--- config.mk ---
export PLATFORM = sky130hd
export DESIGN_NAME = mem_wb_stage_flat
export DESIGN_NICKNAME = d
export VERILOG_FILES = /design/src/rtl/mem_wb_stage_if.sv /design/src/rtl/mem_wb_stage.sv /design/src/flat_wrapper.sv
export SDC_FILE = /design/constraint.sdc
export NUM_CORES = 1
export LEC_CHECK = 0
export ABC_AREA = 1
export CAP_MARGIN = 20
export CORE_MARGIN = 2
export CORE_UTILIZATION = 37
export DETAILED_ROUTE_END_ITERATION = 7
export MAX_ROUTING_LAYER = met4
export PLACE_DENSITY = 0.74
export SYNTH_ARGS = -nofsm -noshare
export SYNTH_HDL_FRONTEND = slang
export SYNTH_SLANG_ARGS = --single-unit
--- constraint.sdc ---
create_clock -name clk -period 1.5 [get_ports clk]
set_clock_uncertainty 0.05 [all_clocks]
set_input_delay 0.3 -clock clk [delete_from_list [all_inputs] [get_ports clk]]
set_output_delay 0.3 -clock clk [all_outputs]
set_load 0.05 [all_outputs]
--- src/rtl/mem_wb_stage_if.sv ---
// Two-beat, 16-bit data-memory handshake between the MEM/WB stage (master) and data memory (slave).
interface mem_wb_stage_if #(
    parameter int ADDR_W = 17
);
    logic              mem_req;
    logic              mem_we;
    logic [ADDR_W-1:0] mem_addr;
    logic [15:0]       mem_wdata;
    logic [15:0]       mem_rdata;
    logic              mem_ready;

    modport master (
        output mem_req, mem_we, mem_addr, mem_wdata,
        input  mem_rdata, mem_ready
    );

    modport slave (
        input  mem_req, mem_we, mem_addr, mem_wdata,
        output mem_rdata, mem_ready
    );
endinterface

--- src/rtl/mem_wb_stage.sv ---
// ARM memory/writeback stage: 32-bit loads/stores as two 16-bit beats, freezing upstream meanwhile.
// Optional freeze-cycle counter enabled by defining STALL_CNT_EN.
module mem_wb_stage #(
    parameter logic [31:0] MEM_BASE = 32'd1024,
    parameter int          ADDR_W   = 17
) (
    input  logic                  clk,
    input  logic                  rst,
    input  logic                  wb_en,
    input  logic                  mem_r_en,
    input  logic                  mem_w_en,
    input  logic [31:0]           alu_result,
    input  logic [31:0]           val_rm,
    input  logic [3:0]            dest,
    mem_wb_stage_if.master        mem_bus,
    output logic                  freeze,
    output logic                  write_back_in,
    output logic [3:0]            dest_wb,
    output logic [31:0]           result_wb,
    output logic [31:0]           stall_cycles
);
    typedef enum logic [1:0] {IDLE, LO, HI, DONE} state_t;

    state_t      state_reg, state_next;
    logic [31:0] rbuf_reg;
    logic        wb_reg;
    logic [3:0]  dest_reg;
    logic [31:0] result_reg;

    logic        mem_op;
    logic        busy;
    logic        half;
    logic [31:0] word;

    assign mem_op = mem_r_en | mem_w_en;
    assign word   = (alu_result - MEM_BASE) >> 2;

    always_comb begin
        state_next = state_reg;
        busy       = 1'b0;
        half       = 1'b0;
        case (state_reg)
            IDLE: if (mem_op) state_next = LO;
            LO: begin
                busy = 1'b1;
                if (mem_bus.mem_ready) state_next = HI;
            end
            HI: begin
                busy = 1'b1;
                half = 1'b1;
                if (mem_bus.mem_ready) state_next = DONE;
            end
            DONE:    state_next = IDLE;
            default: state_next = IDLE;
        endcase
    end

    assign mem_bus.mem_req   = busy;
    assign mem_bus.mem_we    = busy & mem_w_en;
    assign mem_bus.mem_addr  = ADDR_W'({word, half});
    assign mem_bus.mem_wdata = !busy ? 16'h0000 : (half ? val_rm[31:16] : val_rm[15:0]);

    // Gated by reset so a pending op on the inputs cannot hold the pipeline during reset.
    assign freeze = rst & (busy | ((state_reg == IDLE) & mem_op));

    always_ff @(posedge clk or negedge rst) begin
        if (!rst) begin
            state_reg  <= IDLE;
            rbuf_reg   <= '0;
            wb_reg     <= 1'b0;
            dest_reg   <= '0;
            result_reg <= '0;
        end else begin
            state_reg <= state_next;
            if (state_reg == LO && mem_bus.mem_ready) rbuf_reg[15:0]  <= mem_bus.mem_rdata;
            if (state_reg == HI && mem_bus.mem_ready) rbuf_reg[31:16] <= mem_bus.mem_rdata;
            if (freeze) begin
                wb_reg <= 1'b0;
            end else begin
                wb_reg     <= wb_en;
                dest_reg   <= dest;
                result_reg <= (state_reg == DONE && mem_r_en) ? rbuf_reg : alu_result;
            end
        end
    end

    assign write_back_in = wb_reg;
    assign dest_wb       = dest_reg;
    assign result_wb     = result_reg;

`ifdef STALL_CNT_EN
    logic [31:0] stall_reg;
    always_ff @(posedge clk or negedge rst) begin
        if (!rst)        stall_reg <= '0;
        else if (freeze) stall_reg <= stall_reg + 32'd1;
    end
    assign stall_cycles = stall_reg;
`else
    assign stall_cycles = 32'd0;
`endif
endmodule

--- src/flat_wrapper.sv ---
// flat-port wrapper written by rule: the top's interface ports become plain ports
module mem_wb_stage_flat 
#(
    parameter logic [31:0] MEM_BASE = 32'd1024,
    parameter int          ADDR_W   = 17
)
  (clk, rst, wb_en, mem_r_en, mem_w_en, alu_result, val_rm, dest, freeze, write_back_in, dest_wb, result_wb, stall_cycles, mem_bus_mem_req, mem_bus_mem_we, mem_bus_mem_addr, mem_bus_mem_wdata, mem_bus_mem_rdata, mem_bus_mem_ready);
  mem_wb_stage_if #(.ADDR_W(ADDR_W)) mem_bus_i ();
  input  logic clk;
  input  logic rst;
  input  logic wb_en;
  input  logic mem_r_en;
  input  logic mem_w_en;
  input  logic [31:0] alu_result;
  input  logic [31:0] val_rm;
  input  logic [3:0] dest;
  output logic freeze;
  output logic write_back_in;
  output logic [3:0] dest_wb;
  output logic [31:0] result_wb;
  output logic [31:0] stall_cycles;
  output wire logic [$bits(mem_bus_i.mem_req)-1:0] mem_bus_mem_req;
  output wire logic [$bits(mem_bus_i.mem_we)-1:0] mem_bus_mem_we;
  output wire logic [$bits(mem_bus_i.mem_addr)-1:0] mem_bus_mem_addr;
  output wire logic [$bits(mem_bus_i.mem_wdata)-1:0] mem_bus_mem_wdata;
  input wire logic [$bits(mem_bus_i.mem_rdata)-1:0] mem_bus_mem_rdata;
  input wire logic [$bits(mem_bus_i.mem_ready)-1:0] mem_bus_mem_ready;
  assign mem_bus_mem_req = mem_bus_i.mem_req;
  assign mem_bus_mem_we = mem_bus_i.mem_we;
  assign mem_bus_mem_addr = mem_bus_i.mem_addr;
  assign mem_bus_mem_wdata = mem_bus_i.mem_wdata;
  assign mem_bus_i.mem_rdata = mem_bus_mem_rdata;
  assign mem_bus_i.mem_ready = mem_bus_mem_ready;
  mem_wb_stage #(.MEM_BASE(MEM_BASE), .ADDR_W(ADDR_W)) u_core (.clk(clk), .rst(rst), .wb_en(wb_en), .mem_r_en(mem_r_en), .mem_w_en(mem_w_en), .alu_result(alu_result), .val_rm(val_rm), .dest(dest), .mem_bus(mem_bus_i), .freeze(freeze), .write_back_in(write_back_in), .dest_wb(dest_wb), .result_wb(result_wb), .stall_cycles(stall_cycles));
endmodule
**I/O pins on the die edge**

Scale: 2 px per um. Pins as bars across the die edge, other pins in grey.
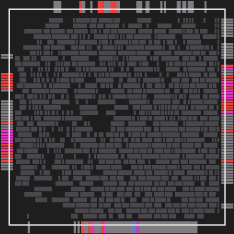
- blue: mem_bus_mem_ready (pins 1; direction input; edge bottom)
- magenta: mem_bus_mem_addr (pins 17; direction output; edge 8 right, 6 left, 3 bottom)
- red: alu_result (pins 32; direction input; edge 12 left, 10 right, 7 top, 3 bottom)
Die X-Extent: 107.2 um
chip height: 107.2 um
count of buffers inserted at the top-level ports: 162

**I/O nets highlighted**

Scale: 3 px per um.
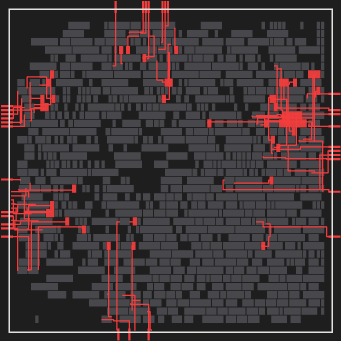
- red: alu_result (bits 32; direction input; end cells 39; buffers 42; wire 1,190 um)
I/O Pins: 195

**Metal layers overlaid**

Scale: 3 px per um.
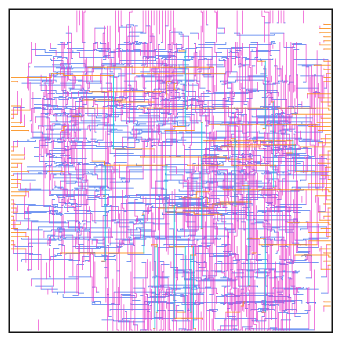
- magenta: M2 (wire length 8,790 um)
- orange: M3 (wire length 993 um)
- blue: M1 (wire length 5,910 um)
- cyan: M4 (wire length 445 um)
wire length after detailed routing: 16,140 um
gr usage total: 0.2655

**Register map, names as in the netlist**

Scale: 2 px per um. Other sequential cells in the stronger grey, the rest of the logic in the fainter grey.
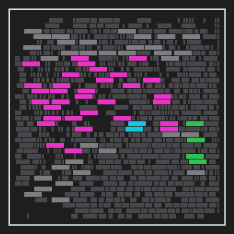
- green: u_core.dest_wb (placed flops 4)
- cyan: u_core.state_reg (placed flops 2)
- magenta: u_core.rbuf_reg (placed flops 32)
- not coloured: 33
share of the core filled with cells: 0.7765
Sequential Power: 3.78 mW

[worst max-delay path, cell delays in order, from the launching register on]
cell	delay, ps
sky130_fd_sc_hd__dfrtp_1	440
sky130_fd_sc_hd__inv_2	80
sky130_fd_sc_hd__ha_4	260
sky130_fd_sc_hd__buf_6	140
sky130_fd_sc_hd__inv_4	60
sky130_fd_sc_hd__nand2_4	70
sky130_fd_sc_hd__nand2_8	80
sky130_fd_sc_hd__clkinvlp_4	120
sky130_fd_sc_hd__buf_12	170
[metal layers]
| metal | share of wire | up-vias | GRT usage |
|---|---|---|---|
| li1 | - | 2005 | - |
| met1 | 0.37 | 2156 | 0.3026 |
| met2 | 0.54 | 190 | 0.4778 |
| met3 | 0.062 | 39 | 0.04012 |
| met4 | 0.028 | 0 | 0.08442 |
| met5 | 0 | - | - |
[cells by family after synthesis]
| group | synth area share |
|---|---|
| DFF | 0.4512 |
| buffers and inverters | 0.1532 |
| xor gates and xnor gates | 0.004449 |
| and+or+nand+nor | 0.2933 |
| other | 0.0009524 |
| AOI/OAI and AO/OA | 0.08103 |
| adders and majority gates | 0.01589 |
[cell type report]
type,instances,area [sq um],share of cell area
Multi-Input combinational cell,382,2484,0.3098
Timing Repair Buffer,233,3191,0.3980
Timing Repair inverter,1,11.26,0.001405
Inverter,34,178.9,0.02232
Sequential cell,71,1777,0.2216
Clock buffer,10,137.6,0.01717
Tap cell,136,170.2,0.02123
Clock inverter,6,67.56,0.008428
[repair_timing]
item	CTS	global route
endpoints found under the setup margin	65	81
resized	166	95
pin swaps	28	63
cloned	11	4
setup buffers	22	13
hold buffers	2	0
endpoints found under the hold margin	17	0
[power breakdown]
part	switching, mW	internal [mW]
combinational	8.59	7.51
sequential	0.942	2.84
clock	0.795	0.822
total	10.3	11.2
==> summary.txt <==
The flow run is done. Per STA, the endpoint of the critical path is freeze. Setup slack on the worst reg-to-reg path comes out at -350 ps. For this run, the post-layout net count is 827.

The worst VDD IR drop from the latest analysis is 0.001575 V. On the reported timing paths, the clock transition at the registers reads 80 ps. 0 antenna diodes ended up in the layout. According to the timing report, the arrival time at the worst endpoint equals 1770 ps. The library cells used most frequently in the layout, excluding fill and tap cells, are 149 x sky130_fd_sc_hd__nand2_1, 80 x sky130_fd_sc_hd__clkdlybuf4s50_1, 77 x sky130_fd_sc_hd__buf_12, 71 x sky130_fd_sc_hd__dfrtp_1. Unique cell type count in the Yosys netlist landed at 18. Total power consumption of the routed design landed at 21.49 mW.

Later-pin clock latency in the skew report landed at 360 ps. Per the detail_route report, DRC violations left total 0. Counting the fill cells in the layout gives 639.

Per the OpenROAD power report, leakage power amounts to 3.713 nW. Pins over their slew limit in the final report were tallied at 0. Measured against its own limit, the worst slew margin works out to 0.6251. In this run the worst hold path is classified as in -> async. Setup repair after global routing could not meet its margin everywhere. Looking at the clock tree report, the root buffer type is sky130_fd_sc_hd__clkbuf_8. Looking at the reg2reg group, the worst path ends at u_core.result_wb[3]$_DFFE_PN0N_.

By startpoint and endpoint, the worst setup path is classified as reg -> out. Number of optimization iterations in the first detailed-route pass landed at 4. Total clock sinks landed at 71.

Transition time at the pin with the least slew margin landed at 562.4 ps. Yosys reports a chip area of 0.003938 sq mm. Maximum achievable frequency landed at 471.2 MHz.

The checks that failed: negative setup slack. Overall overflow remaining after global route landed at 0. Top fanout value on the critical path landed at 5. In the synthesized netlist, the cells that appear most often are 167 x sky130_fd_sc_hd__nand2_1, 71 x sky130_fd_sc_hd__dfrtp_1, 64 x sky130_fd_sc_hd__nand3_1.

The flow ran to the end, but the final reports show violations. Per the Yosys statistics, synthesis produced 527 cells. Core region area landed at 0.01032 sq mm. In the synthesized netlist the dominant register cell turns out to be sky130_fd_sc_hd__dfrtp_1. Number of flip-flops and latches in the synthesized netlist landed at 71. Overall die area landed at 0.01148 sq mm. Warning count from the yosys run landed at 0. Number of rows created at floorplan landed at 37. Final critical-path required period landed at 2122 ps. Each instance of the synthesized netlist takes up on average 7.472 sq um.

The worst setup path is launched from a register. Hold violation total from the final report landed at 0. Synthesized instance count landed at 527.

Number of buffers on the longest clock path landed at 2. Looking at the reg2reg group, the worst path starts from u_core.state_reg[1]$_DFFE_PN0P_. At the placement stage, the worst setup path has a slack of -577.2 ps. Cell area after placement landed at 0.006581 sq mm. Share of synthesized registers carrying an async set or reset landed at 1.000. Total clock buffers created by CTS landed at 9. The via count of the first global-routing pass is 4,491. For reference, the top cells by area after synthesis are sky130_fd_sc_hd__dfrtp_1 45%, sky130_fd_sc_hd__nand2_1 16%, sky130_fd_sc_hd__nand3_1 8.1%. Pin count of the biggest net entering global routing landed at 41.

Excluding fillers, the count of instances in the completed layout stands at 873. In this run, synthesis inferred 0 flip-flops with an integrated enable. In the post-route analysis, the smallest setup slack over all paths is -622.3 ps. Number of H-tree branching levels landed at 3. The flow measured a signed area growth from synthesis to layout of 103.6%. STA classifies the critical path endpoint as a primary output. The library cell used most frequently in the layout, excluding fill and tap cells, is sky130_fd_sc_hd__nand2_1. Area share of the leading cell type in the synthesized netlist landed at 0.4512. Final weighted congestion in routability-driven placement landed at 0.8652.

Dividing the final minimum period by the clock period gives 1.415. The violation tally recorded at the end of detailed-routing iteration 0 is 236. The stage logs contain a warning count of 32. Total via count after detailed routing landed at 4,390. Sum of net half-perimeters after detailed placement landed at 9111 um. Nets still carrying antenna violations after routing amount to 0. Total negative slack landed at -21,020 ps. Per the finish-stage timing summary, setup violations number 68. The number of antenna violations at the first check in global routing came to 0. In the post-synthesis netlist, the cell with the most instances is sky130_fd_sc_hd__nand2_1. Of the cells placed in the final design, the portion with a size suffix greater than 1 is 0.4193. Power density over the cells landed at 2681 mW/mm^2. For this sky-water flow run, the detailed-routed wirelength per cell is reported as 18.49 um. Summing all non-filler instances in the final layout gives an area of 0.008016 sq mm. Number of cells in the design after placement landed at 825.

Number of violations of the max-capacitance limit landed at 0. After synthesis the cells add up to 0.003938 sq mm. The data required time reported for the critical path is 1150 ps. Dividing the detail-routed via count by the number of cells gives 5.029. Final-layout worst hold slack landed at 13.16 ps. Logic depth of the worst register-to-register path landed at 11. Summed over all instances, the cell type with the most area after synthesis is sky130_fd_sc_hd__dfrtp_1. TritonCTS built the clock tree. Per STA, the startpoint of the critical path is u_core.state_reg[1]$_DFFE_PN0P_.

Proportion of synthesized chip area in sequential cells landed at 0.4512. Wire length of the first global-routing pass landed at 22,730 um. Fraction of the core area occupied by cells at floorplan landed at 0.3814.
Power is estimated from default activity; no workload was simulated.
